`src/rtl/array_frame_collector.sv`:
```
// Purpose: gathers DEPTH scalar elements from b_in (store or accumulate) and emits them as one packed frame on b_out.
// Latency: b_out_notify rises one cycle after the last element transfer; the next element is taken the cycle after acceptance.
// Backpressure: b_in_notify drops while a frame is pending; the frame is held stable until b_out_sync accepts it.
module array_frame_collector #(
   parameter int ELEM_W   = 32,
   parameter int DEPTH    = 2,
   parameter int ACC_MODE = 0
) (
   input  logic                         clk,
   input  logic                         rst,
   input  logic                         clear,
   input  logic [ELEM_W-1:0]            b_in,
   input  logic                         b_in_sync,
   output logic                         b_in_notify,
   output logic [DEPTH*ELEM_W-1:0]      b_out,
   input  logic                         b_out_sync,
   output logic                         b_out_notify,
   output logic [$clog2(DEPTH+1)-1:0]   fill_count
);

   // A one-element frame still needs a one-bit index register.
   localparam int IDX_W = (DEPTH > 1) ? $clog2(DEPTH) : 1;
   localparam int CNT_W = $clog2(DEPTH + 1);

   localparam logic [IDX_W-1:0] LAST_IDX = IDX_W'(DEPTH - 1);
   localparam logic [CNT_W-1:0] FULL_CNT = CNT_W'(DEPTH);

   typedef enum logic {
      ST_RX = 1'b0,
      ST_TX = 1'b1
   } state_t;

   state_t                    state_q;
   state_t                    state_d;
   logic [DEPTH*ELEM_W-1:0]   arr_q;
   logic [DEPTH*ELEM_W-1:0]   arr_d;
   logic [DEPTH*ELEM_W-1:0]   frame_q;
   logic [IDX_W-1:0]          idx_q;
   logic [CNT_W-1:0]          fill_q;
   logic [ELEM_W-1:0]         cur_elem;
   logic [ELEM_W-1:0]         new_elem;
   logic                      in_xfer;
   logic                      out_xfer;
   logic                      last_elem;

   // Handshakes only count in the state that owns the respective channel.
   assign in_xfer   = (state_q == ST_RX) && b_in_sync;
   assign out_xfer  = (state_q == ST_TX) && b_out_sync;
   assign last_elem = (idx_q == LAST_IDX);

   // Read the element currently addressed by the write index.
   always_comb begin
      cur_elem = '0;
      for (int i = 0; i < DEPTH; i++) begin
         if (idx_q == IDX_W'(i)) begin
            cur_elem = arr_q[i*ELEM_W +: ELEM_W];
         end
      end
   end

   // Store overwrites; accumulate adds modulo 2^ELEM_W (carry dropped by width).
   always_comb begin
      if (ACC_MODE != 0) begin
         new_elem = cur_elem + b_in;
      end else begin
         new_elem = b_in;
      end
   end

   // Array image with the incoming element merged in, so the frame can capture it on the same edge.
   always_comb begin
      arr_d = arr_q;
      for (int i = 0; i < DEPTH; i++) begin
         if (idx_q == IDX_W'(i)) begin
            arr_d[i*ELEM_W +: ELEM_W] = new_elem;
         end
      end
   end

   // FSM state register.
   always_ff @(posedge clk or negedge rst) begin
      if (!rst) begin
         state_q <= ST_RX;
      end else begin
         state_q <= state_d;
      end
   end

   // FSM next state; clear overrides both handshakes.
   always_comb begin
      state_d = state_q;
      if (clear) begin
         state_d = ST_RX;
      end else begin
         case (state_q)
            ST_RX:   if (in_xfer && last_elem) state_d = ST_TX;
            ST_TX:   if (out_xfer)             state_d = ST_RX;
            default: state_d = ST_RX;
         endcase
      end
   end

   // FSM outputs decoded from state, so an asynchronous reset reaches them immediately.
   always_comb begin
      b_in_notify  = 1'b0;
      b_out_notify = 1'b0;
      case (state_q)
         ST_RX:   b_in_notify  = 1'b1;
         ST_TX:   b_out_notify = 1'b1;
         default: b_in_notify  = 1'b1;
      endcase
   end

   // Datapath: array, write index, fill counter and captured frame.
   always_ff @(posedge clk or negedge rst) begin
      if (!rst) begin
         arr_q   <= '0;
         idx_q   <= '0;
         fill_q  <= '0;
         frame_q <= '0;
      end else if (clear) begin
         arr_q   <= '0;
         idx_q   <= '0;
         fill_q  <= '0;
         frame_q <= '0;
      end else if (in_xfer) begin
         arr_q <= arr_d;
         if (last_elem) begin
            idx_q   <= '0;
            fill_q  <= FULL_CNT;
            frame_q <= arr_d;
         end else begin
            idx_q  <= idx_q + IDX_W'(1);
            fill_q <= fill_q + CNT_W'(1);
         end
      end else if (out_xfer) begin
         // Frame stays on b_out after acceptance; only the count restarts.
         fill_q <= '0;
      end
   end

   assign b_out      = frame_q;
   assign fill_count = fill_q;

endmodule

```
`config.mk`:
```
export PLATFORM = sky130hd
export DESIGN_NAME = array_frame_collector
export DESIGN_NICKNAME = d
export VERILOG_FILES = /design/src/rtl/array_frame_collector.sv
export SDC_FILE = /design/constraint.sdc
export NUM_CORES = 1
export LEC_CHECK = 0
export CAP_MARGIN = 30
export CORE_MARGIN = 4
export CORE_UTILIZATION = 24
export CTS_CLUSTER_SIZE = 14
export DETAILED_ROUTE_END_ITERATION = 8
export PLACE_DENSITY_LB_ADDON = 0.15
export SLEW_MARGIN = 10
export SYNTH_ARGS = -nofsm -noshare
export SYNTH_HDL_FRONTEND = slang
export SYNTH_SLANG_ARGS = --single-unit
```
`constraint.sdc`:
```
create_clock -name clk -period 2.55 [get_ports clk]
set_input_delay 0.51 -clock clk [delete_from_list [all_inputs] [get_ports clk]]
set_output_delay 0.51 -clock clk [all_outputs]
set_load 0.05 [all_outputs]
```
Figure 1. Routed metal, one colour a layer.
Scale bar: 50 um.
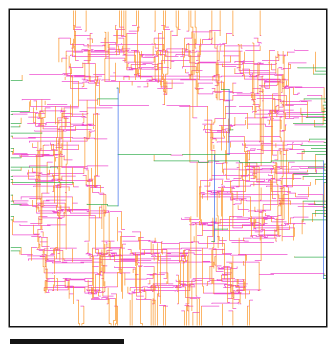
[magenta] metal 1 | wire length: 4,940 um
[blue] metal 4 | wire length: 170 um
[green] metal 3 | wire length: 472 um
[orange] metal 2 | wire length: 4,680 um
DR WL/cell: 14.2 um
via count: 3,058
Routed WL: 10.3 mm
Tot GR Track Use: 10.8%

==> metrics.csv <==
stage,metric,value,unit
power,power_frac_comb,12.9,%
floorplan,core,0.0166,mm^2
clocking,cts_setup_buffers,0,
finish,largest_reg_flops,64,
finish,fillers,1730,
timing,finalWorstSetupSlack,0.276,ns
synth,synth-cells-yosys,409,
synth,simple_gate_share,16.3,%
synth,top_logic_kind,simple AND/OR/NAND/NOR gates,
critical_path,crit_chain,clkdlybuf4s50_1,
global_routing,grt_pass1_vias,3085,
power,power_leader,sequential cells,
synth,async_flop_share,100,%
placed_design,placedCellCount,707,
timing,timing.final.crit_share,89.2,%
critical_path,cpPeakStageDelay,0.88,ns
finish,finalNonFillerCells,723,
synth,yosys_warnings,0,
flow_run,maxCapViolCount,0,
synth,xor_area_share,0,%
placed_design,hpwlAfterDp,6.60,mm
synth,ys_sh_adder,0,%
power,p_leak,2.36,nW
floorplan,dieHeight,139,um
routing,ant_nets,0,
placed_design,post-place-ws,0.445,ns
status,outcome,completed,
timing,max_freq,0.440,GHz
Figure 2. Wire density map.
Scale bar: 50 um. The die is cut into 28 by 28 equal tiles; dark blue is low, red is high, scaled to the fullest tile. Values are wire area over tile area, all layers added.
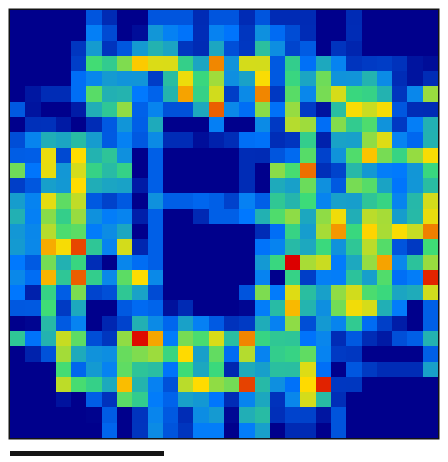
tiles over half the peak: 18%
densest ninth of the die: right middle
nearly empty tiles: 23%
emptiest ninth of the die: middle
mean over tiles: 0.083
fullest tile: 0.31

worst paths after layout:
kind / from / to / slack (ns) / cells past startpoint
max in group asynchronous: rst / b_out[1] / 1.69 / 2
worst min-delay path: rst / idx_q / 0.18 / 1
worst min register to register: arr_q[8] / b_out[8] / 0.52 / 2
worst max-delay path: state_q / b_out_notify / 0.28 / 1
min in group clk: arr_q[8] / b_out[8] / 0.52 / 2
worst max register to register: state_q / b_out[47] / 1.04 / 4
cells in the final DEF (no fill, tap or decap), drive strengths merged:
| master | instances |
|---|---|
| bufinv | 3 |
| nand2 | 129 |
| o21ai | 1 |
| nand4b | 1 |
| nor2 | 33 |
| and3b | 1 |
| dfrtp | 100 |
| buf | 10 |
| inv | 5 |
| nor3b | 1 |
| a22oi | 1 |
| nand2b | 1 |
| or2 | 1 |
| nand3b | 1 |
| a21oi | 67 |
| mux2i | 34 |
| clkinvlp | 2 |
| clkdlybuf4s50 | 102 |
| nor3 | 1 |
| clkbuf | 9 |
logic make-up (layout without fill, tap and decap cells):
| group | after synthesis | count (layout) |
|---|---|---|
| AND-OR/OR-AND | 69 | 69 |
| buffers and inverters | 37 | 131 |
| flip-flops | 100 | 100 |
| multiplexers | 34 | 34 |
| AND/OR/NAND/NOR | 169 | 169 |
per-layer routing:
layer	track usage, %	vias up	share of wire, %
met2	16.7	68	46
met5	0	-	0
met4	4.02	0	1.7
met3	3.07	12	4.6
li1	-	1492	-
met1	14.5	1486	48
cell type report:
| class | instances | area, um^2 | area share (%) |
|---|---|---|---|
| clock inverter | 7 | 123 | 2.18 |
| sequential | 100 | 2500 | 44.4 |
| tap | 220 | 275 | 4.89 |
| inverter | 3 | 11.3 | 0.200 |
| multi-input combinational | 272 | 1360 | 24.2 |
| clock buffer | 9 | 225 | 4.00 |
| timing repair buffer | 112 | 1130 | 20.1 |
Power and IR drop assume default switching activity.
